==> config.mk <==
export PLATFORM = sky130hd
export DESIGN_NAME = pcie_txs_arbiter_flat
export DESIGN_NICKNAME = d
export VERILOG_FILES = /design/src/rtl/pcie_cv_pkg.sv /design/src/rtl/pcie_txs_arbiter_if.sv /design/src/rtl/pcie_rdq_fifo.sv /design/src/rtl/pcie_txs_arbiter.sv /design/src/flat_wrapper.sv
export SDC_FILE = /design/constraint.sdc
export NUM_CORES = 1
export LEC_CHECK = 0
export ABC_AREA = 1
export CAP_MARGIN = 20
export CELL_PAD_IN_SITES_DETAIL_PLACEMENT = 0
export CELL_PAD_IN_SITES_GLOBAL_PLACEMENT = 2
export CORE_AREA = 10 10 264 266
export CTS_BUF_LIST = sky130_fd_sc_hd__clkbuf_4 sky130_fd_sc_hd__clkbuf_8
export CTS_CLUSTER_SIZE = 20
export DETAILED_ROUTE_END_ITERATION = 10
export DIE_AREA = 0 0 274 276
export HOLD_SLACK_MARGIN = 0.02
export PLACE_DENSITY_LB_ADDON = 0.1
export SKIP_CTS_REPAIR_TIMING = 1
export SLEW_MARGIN = 20
export SYNTH_ARGS = -nofsm -noshare
export SYNTH_HDL_FRONTEND = slang
export SYNTH_HIERARCHICAL = 1
export SYNTH_SLANG_ARGS = --single-unit
==> constraint.sdc <==
create_clock -name clk_clk -period 6.4 [get_ports clk_clk]
set_input_delay 1.28 -clock clk_clk [delete_from_list [all_inputs] [get_ports clk_clk]]
set_output_delay 1.28 -clock clk_clk [all_outputs]
set_load 0.005 [all_outputs]
==> src/rtl/pcie_cv_pkg.sv <==
// Shared defaults, FSM encoding and sizing helper for the PCIe TXS
// requester arbiter and its outstanding-read queue.
package pcie_cv_pkg;

    localparam int unsigned NREQ_DEF      = 4;
    localparam int unsigned ADDR_W_DEF    = 32;
    localparam int unsigned DATA_W_DEF    = 64;
    localparam int unsigned BURST_W_DEF   = 6;
    localparam int unsigned RDQ_DEPTH_DEF = 16;

    typedef enum logic [1:0] {
        ARB,
        CMD,
        WBURST
    } arb_state_t;

    function automatic int unsigned id_width(input int unsigned n);
        return (n > 1) ? $clog2(n) : 1;
    endfunction

endpackage

==> src/rtl/pcie_txs_arbiter_if.sv <==
// Bundle of the requester-side Avalon-MM buses and the downstream TXS slave bus.
// slave = arbiter view, master = environment (requesters + TXS) view.
interface pcie_txs_arbiter_if
    import pcie_cv_pkg::*;
#(
    parameter int unsigned NREQ    = NREQ_DEF,
    parameter int unsigned ADDR_W  = ADDR_W_DEF,
    parameter int unsigned DATA_W  = DATA_W_DEF,
    parameter int unsigned BURST_W = BURST_W_DEF
);

    logic [NREQ*ADDR_W-1:0]     rq_address;
    logic [NREQ*DATA_W-1:0]     rq_writedata;
    logic [NREQ*DATA_W/8-1:0]   rq_byteenable;
    logic [NREQ*BURST_W-1:0]    rq_burstcount;
    logic [NREQ-1:0]            rq_read;
    logic [NREQ-1:0]            rq_write;
    logic [NREQ-1:0]            rq_waitrequest;
    logic [NREQ-1:0]            rq_readdatavalid;
    logic [DATA_W-1:0]          rq_readdata;

    logic [ADDR_W-1:0]          txs_address;
    logic [DATA_W-1:0]          txs_writedata;
    logic [DATA_W/8-1:0]        txs_byteenable;
    logic [BURST_W-1:0]         txs_burstcount;
    logic                       txs_read;
    logic                       txs_write;
    logic                       txs_waitrequest;
    logic                       txs_readdatavalid;
    logic [DATA_W-1:0]          txs_readdata;

    modport slave (
        input  rq_address, rq_writedata, rq_byteenable, rq_burstcount, rq_read, rq_write,
        output rq_waitrequest, rq_readdatavalid, rq_readdata,
        output txs_address, txs_writedata, txs_byteenable, txs_burstcount, txs_read, txs_write,
        input  txs_waitrequest, txs_readdatavalid, txs_readdata
    );

    modport master (
        output rq_address, rq_writedata, rq_byteenable, rq_burstcount, rq_read, rq_write,
        input  rq_waitrequest, rq_readdatavalid, rq_readdata,
        input  txs_address, txs_writedata, txs_byteenable, txs_burstcount, txs_read, txs_write,
        output txs_waitrequest, txs_readdatavalid, txs_readdata
    );

endinterface

==> src/rtl/pcie_rdq_fifo.sv <==
// Outstanding-read queue: FIFO of {requester id, burstcount} whose head is
// retired by counting response beats against the stored burst length.
module pcie_rdq_fifo #(
    parameter int unsigned ID_W    = 2,
    parameter int unsigned BURST_W = 6,
    parameter int unsigned DEPTH   = 16
) (
    input  logic               clk,
    input  logic               rst_n,
    input  logic               i_push,
    input  logic [ID_W-1:0]    i_push_id,
    input  logic [BURST_W-1:0] i_push_burst,
    input  logic               i_beat,
    output logic               o_full,
    output logic               o_empty,
    output logic [ID_W-1:0]    o_head_id
);

    localparam int unsigned AW = (DEPTH > 1) ? $clog2(DEPTH) : 1;

    logic [ID_W+BURST_W-1:0] r_mem [DEPTH];
    logic [AW-1:0]           r_wr_ptr;
    logic [AW-1:0]           r_rd_ptr;
    logic [AW:0]             r_count;
    logic [BURST_W-1:0]      r_head_done;
    logic [BURST_W-1:0]      w_head_burst;
    logic                    w_push;
    logic                    w_beat;
    logic                    w_pop;

    assign o_empty = (r_count == '0);
    assign o_full  = (r_count == (AW+1)'(DEPTH));
    assign {o_head_id, w_head_burst} = r_mem[r_rd_ptr];

    assign w_push = i_push & ~o_full;
    assign w_beat = i_beat & ~o_empty;
    // Stored bursts are already normalised to >= 1, so the last beat is done == burst-1.
    assign w_pop  = w_beat & (r_head_done == w_head_burst - BURST_W'(1));

    always_ff @(posedge clk or negedge rst_n) begin
        if (!rst_n) begin
            r_wr_ptr    <= '0;
            r_rd_ptr    <= '0;
            r_count     <= '0;
            r_head_done <= '0;
        end else begin
            if (w_push)
                r_wr_ptr <= r_wr_ptr + 1'b1;
            if (w_pop)
                r_rd_ptr <= r_rd_ptr + 1'b1;
            if (w_push && !w_pop)
                r_count <= r_count + 1'b1;
            else if (w_pop && !w_push)
                r_count <= r_count - 1'b1;
            if (w_beat)
                r_head_done <= w_pop ? '0 : r_head_done + 1'b1;
        end
    end

    always_ff @(posedge clk) begin
        if (w_push)
            r_mem[r_wr_ptr] <= {i_push_id, i_push_burst};
    end

endmodule

==> src/rtl/pcie_txs_arbiter.sv <==
// Round-robin arbiter multiplexing NREQ Avalon-MM requesters onto one PCIe
// HIP TXS slave; write bursts hold the grant, read responses are steered in order.
module pcie_txs_arbiter
    import pcie_cv_pkg::*;
#(
    parameter int unsigned NREQ      = NREQ_DEF,
    parameter int unsigned ADDR_W    = ADDR_W_DEF,
    parameter int unsigned DATA_W    = DATA_W_DEF,
    parameter int unsigned BURST_W   = BURST_W_DEF,
    parameter int unsigned RDQ_DEPTH = RDQ_DEPTH_DEF
) (
    input  logic                clk_clk,
    input  logic                reset_reset_n,
    pcie_txs_arbiter_if.slave   bus,
    output logic                err_unexpected_rd
);

    localparam int unsigned ID_W = id_width(NREQ);
    localparam int unsigned BE_W = DATA_W / 8;

    arb_state_t         r_state;
    arb_state_t         w_next_state;
    logic [ID_W-1:0]    r_grant;
    logic [ID_W-1:0]    w_pick;
    logic               w_found;
    logic [BURST_W-1:0] r_remaining;
    logic [BURST_W-1:0] w_burst;
    logic [BURST_W-1:0] w_burst_eff;
    logic [NREQ-1:0]    w_elig;
    logic               w_full;
    logic               w_empty;
    logic [ID_W-1:0]    w_head_id;
    logic               w_active;
    logic               w_acc;
    logic               w_push;
    logic               w_rsp;
    logic               r_err;

    assign w_active = (r_state != ARB);
    assign w_elig   = bus.rq_write | (bus.rq_read & {NREQ{~w_full}});

    assign bus.txs_address    = bus.rq_address[r_grant*ADDR_W +: ADDR_W];
    assign bus.txs_writedata  = bus.rq_writedata[r_grant*DATA_W +: DATA_W];
    assign bus.txs_byteenable = bus.rq_byteenable[r_grant*BE_W +: BE_W];
    assign bus.txs_burstcount = bus.rq_burstcount[r_grant*BURST_W +: BURST_W];
    assign bus.txs_read       = (r_state == CMD) & bus.rq_read[r_grant];
    assign bus.txs_write      = w_active & bus.rq_write[r_grant];
    assign bus.rq_readdata    = bus.txs_readdata;

    assign w_burst     = bus.txs_burstcount;
    assign w_burst_eff = (w_burst == '0) ? BURST_W'(1) : w_burst;
    assign w_acc       = (bus.txs_read | bus.txs_write) & ~bus.txs_waitrequest;
    assign w_rsp       = bus.txs_readdatavalid & ~w_empty;

    assign err_unexpected_rd = r_err;

    // Search starts one past the last grant, so r_grant doubles as last_grant.
    always_comb begin
        w_found = 1'b0;
        w_pick  = r_grant;
        for (int unsigned k = 1; k <= NREQ; k++) begin
            if (!w_found && w_elig[(32'(r_grant) + k) % NREQ]) begin
                w_found = 1'b1;
                w_pick  = ID_W'((32'(r_grant) + k) % NREQ);
            end
        end
    end

    always_comb begin
        w_next_state = r_state;
        w_push       = 1'b0;
        case (r_state)
            ARB: begin
                if (w_found)
                    w_next_state = CMD;
            end
            CMD: begin
                if (w_acc) begin
                    if (bus.txs_read) begin
                        w_push       = 1'b1;
                        w_next_state = ARB;
                    end else if (w_burst_eff == BURST_W'(1)) begin
                        w_next_state = ARB;
                    end else begin
                        w_next_state = WBURST;
                    end
                end
            end
            WBURST: begin
                if (w_acc && r_remaining == BURST_W'(1))
                    w_next_state = ARB;
            end
            default: w_next_state = ARB;
        endcase
    end

    always_ff @(posedge clk_clk or negedge reset_reset_n) begin
        if (!reset_reset_n) begin
            r_state     <= ARB;
            r_grant     <= ID_W'(NREQ - 1);
            r_remaining <= '0;
            r_err       <= 1'b0;
        end else begin
            r_state <= w_next_state;
            if (r_state == ARB && w_found)
                r_grant <= w_pick;
            if (r_state == CMD && w_acc && !bus.txs_read)
                r_remaining <= w_burst_eff - BURST_W'(1);
            else if (r_state == WBURST && w_acc)
                r_remaining <= r_remaining - BURST_W'(1);
            if (bus.txs_readdatavalid && w_empty)
                r_err <= 1'b1;
        end
    end

    always_comb begin
        bus.rq_waitrequest   = '1;
        bus.rq_readdatavalid = '0;
        for (int unsigned i = 0; i < NREQ; i++) begin
            if (w_active && !bus.txs_waitrequest && (r_grant == ID_W'(i)))
                bus.rq_waitrequest[i] = 1'b0;
            if (w_rsp && (w_head_id == ID_W'(i)))
                bus.rq_readdatavalid[i] = 1'b1;
        end
    end

    pcie_rdq_fifo #(
        .ID_W    (ID_W),
        .BURST_W (BURST_W),
        .DEPTH   (RDQ_DEPTH)
    ) u_rdq (
        .clk          (clk_clk),
        .rst_n        (reset_reset_n),
        .i_push       (w_push),
        .i_push_id    (r_grant),
        .i_push_burst (w_burst_eff),
        .i_beat       (bus.txs_readdatavalid),
        .o_full       (w_full),
        .o_empty      (w_empty),
        .o_head_id    (w_head_id)
    );

endmodule
==> src/flat_wrapper.sv <==
// flat-port wrapper written by rule: the top's interface ports become plain ports
module pcie_txs_arbiter_flat import pcie_cv_pkg::*;
#(
    parameter int unsigned NREQ      = NREQ_DEF,
    parameter int unsigned ADDR_W    = ADDR_W_DEF,
    parameter int unsigned DATA_W    = DATA_W_DEF,
    parameter int unsigned BURST_W   = BURST_W_DEF,
    parameter int unsigned RDQ_DEPTH = RDQ_DEPTH_DEF
)
  (clk_clk, reset_reset_n, err_unexpected_rd, bus_rq_address, bus_rq_writedata, bus_rq_byteenable, bus_rq_burstcount, bus_rq_read, bus_rq_write, bus_rq_waitrequest, bus_rq_readdatavalid, bus_rq_readdata, bus_txs_address, bus_txs_writedata, bus_txs_byteenable, bus_txs_burstcount, bus_txs_read, bus_txs_write, bus_txs_waitrequest, bus_txs_readdatavalid, bus_txs_readdata);
  pcie_txs_arbiter_if #(.NREQ(NREQ), .ADDR_W(ADDR_W), .DATA_W(DATA_W), .BURST_W(BURST_W)) bus_i ();
  input  logic clk_clk;
  input  logic reset_reset_n;
  output logic err_unexpected_rd;
  input wire logic [$bits(bus_i.rq_address)-1:0] bus_rq_address;
  input wire logic [$bits(bus_i.rq_writedata)-1:0] bus_rq_writedata;
  input wire logic [$bits(bus_i.rq_byteenable)-1:0] bus_rq_byteenable;
  input wire logic [$bits(bus_i.rq_burstcount)-1:0] bus_rq_burstcount;
  input wire logic [$bits(bus_i.rq_read)-1:0] bus_rq_read;
  input wire logic [$bits(bus_i.rq_write)-1:0] bus_rq_write;
  output wire logic [$bits(bus_i.rq_waitrequest)-1:0] bus_rq_waitrequest;
  output wire logic [$bits(bus_i.rq_readdatavalid)-1:0] bus_rq_readdatavalid;
  output wire logic [$bits(bus_i.rq_readdata)-1:0] bus_rq_readdata;
  output wire logic [$bits(bus_i.txs_address)-1:0] bus_txs_address;
  output wire logic [$bits(bus_i.txs_writedata)-1:0] bus_txs_writedata;
  output wire logic [$bits(bus_i.txs_byteenable)-1:0] bus_txs_byteenable;
  output wire logic [$bits(bus_i.txs_burstcount)-1:0] bus_txs_burstcount;
  output wire logic [$bits(bus_i.txs_read)-1:0] bus_txs_read;
  output wire logic [$bits(bus_i.txs_write)-1:0] bus_txs_write;
  input wire logic [$bits(bus_i.txs_waitrequest)-1:0] bus_txs_waitrequest;
  input wire logic [$bits(bus_i.txs_readdatavalid)-1:0] bus_txs_readdatavalid;
  input wire logic [$bits(bus_i.txs_readdata)-1:0] bus_txs_readdata;
  assign bus_i.rq_address = bus_rq_address;
  assign bus_i.rq_writedata = bus_rq_writedata;
  assign bus_i.rq_byteenable = bus_rq_byteenable;
  assign bus_i.rq_burstcount = bus_rq_burstcount;
  assign bus_i.rq_read = bus_rq_read;
  assign bus_i.rq_write = bus_rq_write;
  assign bus_rq_waitrequest = bus_i.rq_waitrequest;
  assign bus_rq_readdatavalid = bus_i.rq_readdatavalid;
  assign bus_rq_readdata = bus_i.rq_readdata;
  assign bus_txs_address = bus_i.txs_address;
  assign bus_txs_writedata = bus_i.txs_writedata;
  assign bus_txs_byteenable = bus_i.txs_byteenable;
  assign bus_txs_burstcount = bus_i.txs_burstcount;
  assign bus_txs_read = bus_i.txs_read;
  assign bus_txs_write = bus_i.txs_write;
  assign bus_i.txs_waitrequest = bus_txs_waitrequest;
  assign bus_i.txs_readdatavalid = bus_txs_readdatavalid;
  assign bus_i.txs_readdata = bus_txs_readdata;
  pcie_txs_arbiter #(.NREQ(NREQ), .ADDR_W(ADDR_W), .DATA_W(DATA_W), .BURST_W(BURST_W), .RDQ_DEPTH(RDQ_DEPTH)) u_core (.clk_clk(clk_clk), .reset_reset_n(reset_reset_n), .bus(bus_i), .err_unexpected_rd(err_unexpected_rd));
endmodule
==> images/wire_density.png <==
27 x 28 tiles, from black (low) to pale yellow (high), scaled to the fullest tile. Values are wire area over tile area, all layers added.
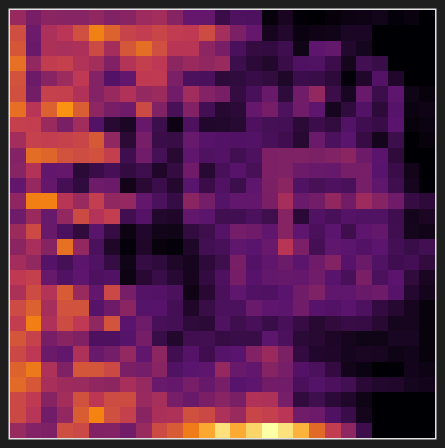
The emptiest ninth of the die: top right. 14% of the tiles are over half the peak. 5.7% of the tiles are nearly empty. The fullest tile reaches 0.65.
final WL: 80,400 µm
via count: 12,500
routed len/inst: 28.2 µm

==> images/metal_stack.png <==
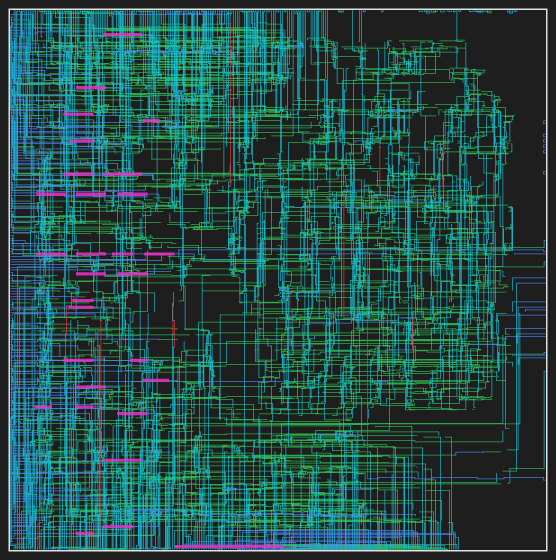
Key: met4 = red [wire length 698 µm]; met5 = magenta [wire length 405 µm]; met2 = cyan [wire length 37.6 mm]; met3 = blue [wire length 7,310 µm]; met1 = green [wire length 34.4 mm]
total track usage: 20.4%

==> images/final_placement.png <==
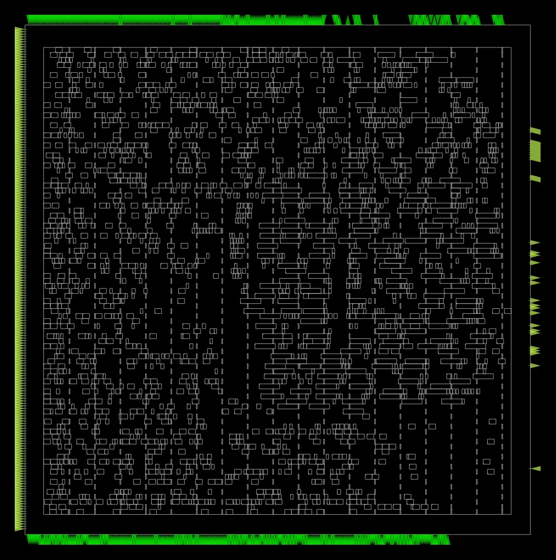
# Taps: 855
post-route insts no fill: 2,851
FF+latch count: 158
CORE AREA: 0.0641 mm²

==> impl_metrics.ini <==
; synthesis and place-and-route metrics
[status]
status = completed

[min_path]
hold_path_class = register to register
min-delay-start = u_core/err_unexpected_rd

[global_routing]
grt_remaining_overflow = 0

[job]
openroad.warnings = 38

[worst_setup_path]
reg2reg_slack_ps = 1820
path_depth = 5
path_class = register to output pin

[sta]
slew-limit-headroom_pct = 29.7
finalCriticalPeriod_ps = 5170
skew_ps = 20.4
slew_violations = 0
clock.fmax_mhz = 193

[layout]
n_fill_cell = 7040

[power_and_ir_drop]
p_sw_mw = 3.82
power_frac_seq_pct = 21.6
powerDensity_mw_per_mm2 = 424

[floorplan]
design.portCount = 701

[clock_network]
cts_buffer_depth = 2

[placed_design]
dpl-instance-area_mm2 = 0.0172

[route]
final_antenna_net_count = 0

[synth]
netlist_area_mm2 = 0.0112
==> images/met1.png <==
Supply wires on this layer in grey.
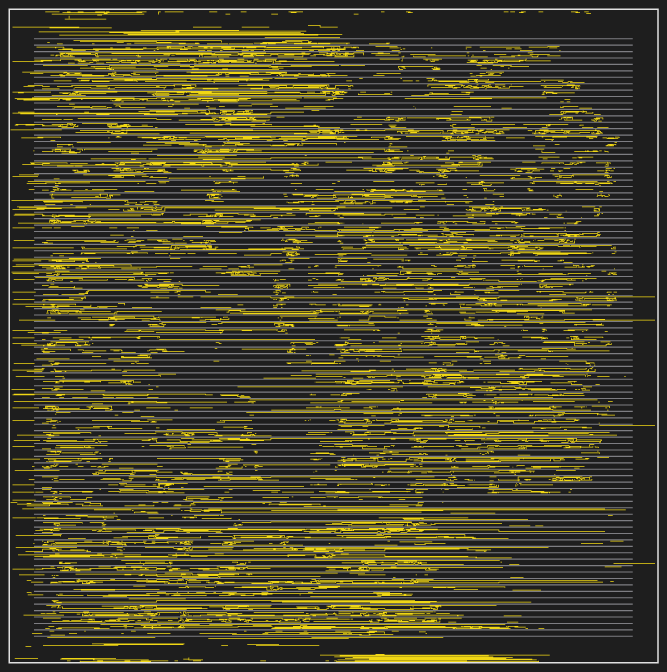
2,262 nets have wire on it. The layer holds 43% of the routed length. The longest straight run is 168 µm. The wires run mostly horizontal.
met1 Use GR: 25.3%

==> images/cell_classes.png <==
The bar under the picture is 100 µm long. Fill, decap, tap and diode cells in grey.
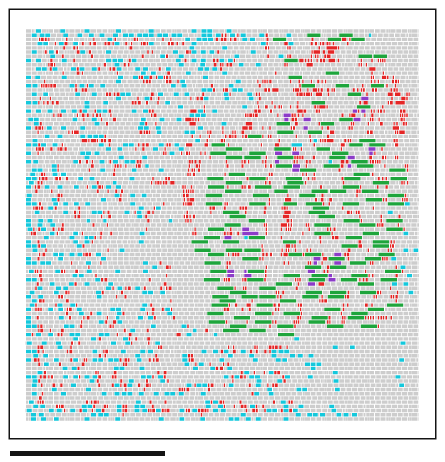
Key: other buffers and delay cells = cyan [cells 585]; all other logic = red [cells 1,205]; flip-flops = green [cells 158]; clock drivers and dummy loads = purple [cells 32]
row count: 93
sequential share of cell area: 26.1%

[final cells by class]
type / count / area [µm²] / share of cell area (%)
Sequential cell: 158 / 4610 / 26.1
Tap cell: 855 / 1070 / 6.06
Inverter: 90 / 345 / 1.96
Clock inverter: 10 / 101 / 0.574
Timing Repair Buffer: 585 / 5830 / 33.0
Clock buffer: 22 / 297 / 1.68
Antenna cell: 16 / 40.0 / 0.227
Multi-Input combinational cell: 1115 / 5360 / 30.4
[synthesized netlist by cell type (8+ instances only)]
cell,number,area [µm²]
buf_4,68,510
o22ai_1,108,676
nand2_2,13,81.3
xor2_1,9,78.8
buf_2,34,170
o21ai_0,240,1200
ha_1,19,238
nand2_1,273,1020
dfrtp_1,28,701
inv_2,11,41.3
clkbuf_1,54,203
nand3_1,79,395
edfxtp_1,128,3840
a21oi_1,22,110
inv_1,75,282
nor2_1,294,1100
nand4_1,8,50.1
[worst max path at each step]
stage / slack (ps) / startpoint / endpoint
3_3_place_gp: 1720 / u_core/r_grant[0] / bus_txs_writedata[16]
5_1_grt: 1020 / u_core/r_grant[0] / bus_txs_writedata[16]
3_5_place_dp: 1670 / u_core/r_grant[0] / bus_txs_writedata[16]
6_report: 1230 / u_core/r_grant[0] / bus_txs_writedata[16]
2_1_floorplan: 2990 / u_core/u_rdq/r_rd_ptr[1] / u_core/u_rdq/r_count[4]
4_1_cts: 1140 / u_core/r_grant[0] / bus_txs_writedata[16]
[power by group through the flow]
stage               clock network (mW)  logic, mW  registers [mW]
floorplan                            0       2.42            1.50
global placement                     0       5.20            1.64
detailed placement                   0       5.21            1.64
CTS                              0.786       5.23            1.62
global route                     0.828       5.56            1.65
finish                           0.759       5.11            1.61
[layer usage]
metal / vias to the layer above / global-route usage [%] / part of all wire (%)
met4: 58 / 2.74 / 0.87
met5: - / 0.526 / 0.50
li1: 6015 / - / -
met1: 5916 / 25.3 / 43
met2: 447 / 33.2 / 47
met3: 89 / 8.54 / 9.1
[registers in the layout, indices dropped and copies added (netlist names)]
register / flops
u_core/err_unexpected_rd: 1
u_core/r_grant: 2
u_core/r_remaining: 6
u_core/r_state: 2
u_core/u_rdq/r_count: 5
u_core/u_rdq/r_head_done: 6
u_core/u_rdq/r_mem: 128
u_core/u_rdq/r_rd_ptr: 4
u_core/u_rdq/r_wr_ptr: 4
[kinds of logic after synthesis]
kind of cell    share of synthesized area, %
buf+inv                                 11.3
xor+xnor                                1.01
compound gates                          18.9
flops                                   40.9
simple gates                            25.5
fa+ha+maj                               2.30
[worst register-to-register path, delay by kind of cell, from the launching register on]
| family | cells | cell delay (ps) |
|---|---|---|
| AOI/OAI and AO/OA | 1 | 150 |
| xor gates and xnor gates | 1 | 140 |
| adders and majority gates | 2 | 630 |
| buffers and inverters | 6 | 1610 |
| DFF | 1 | 1090 |
| and+or+nand+nor | 10 | 840 |
[through the flow]
stage	hold WS (ps)	setup WS, ps	instances	power, mW
after CTS	465	1140	2835	7.64
after global routing	514	1020	2838	8.03
after global placement	441	1720	2803	6.85
final	461	1230	2851	7.48
after detailed placement	449	1670	2803	6.86
after floorplan	451	2990	1524	3.92
Power is estimated from default activity; no workload was simulated.
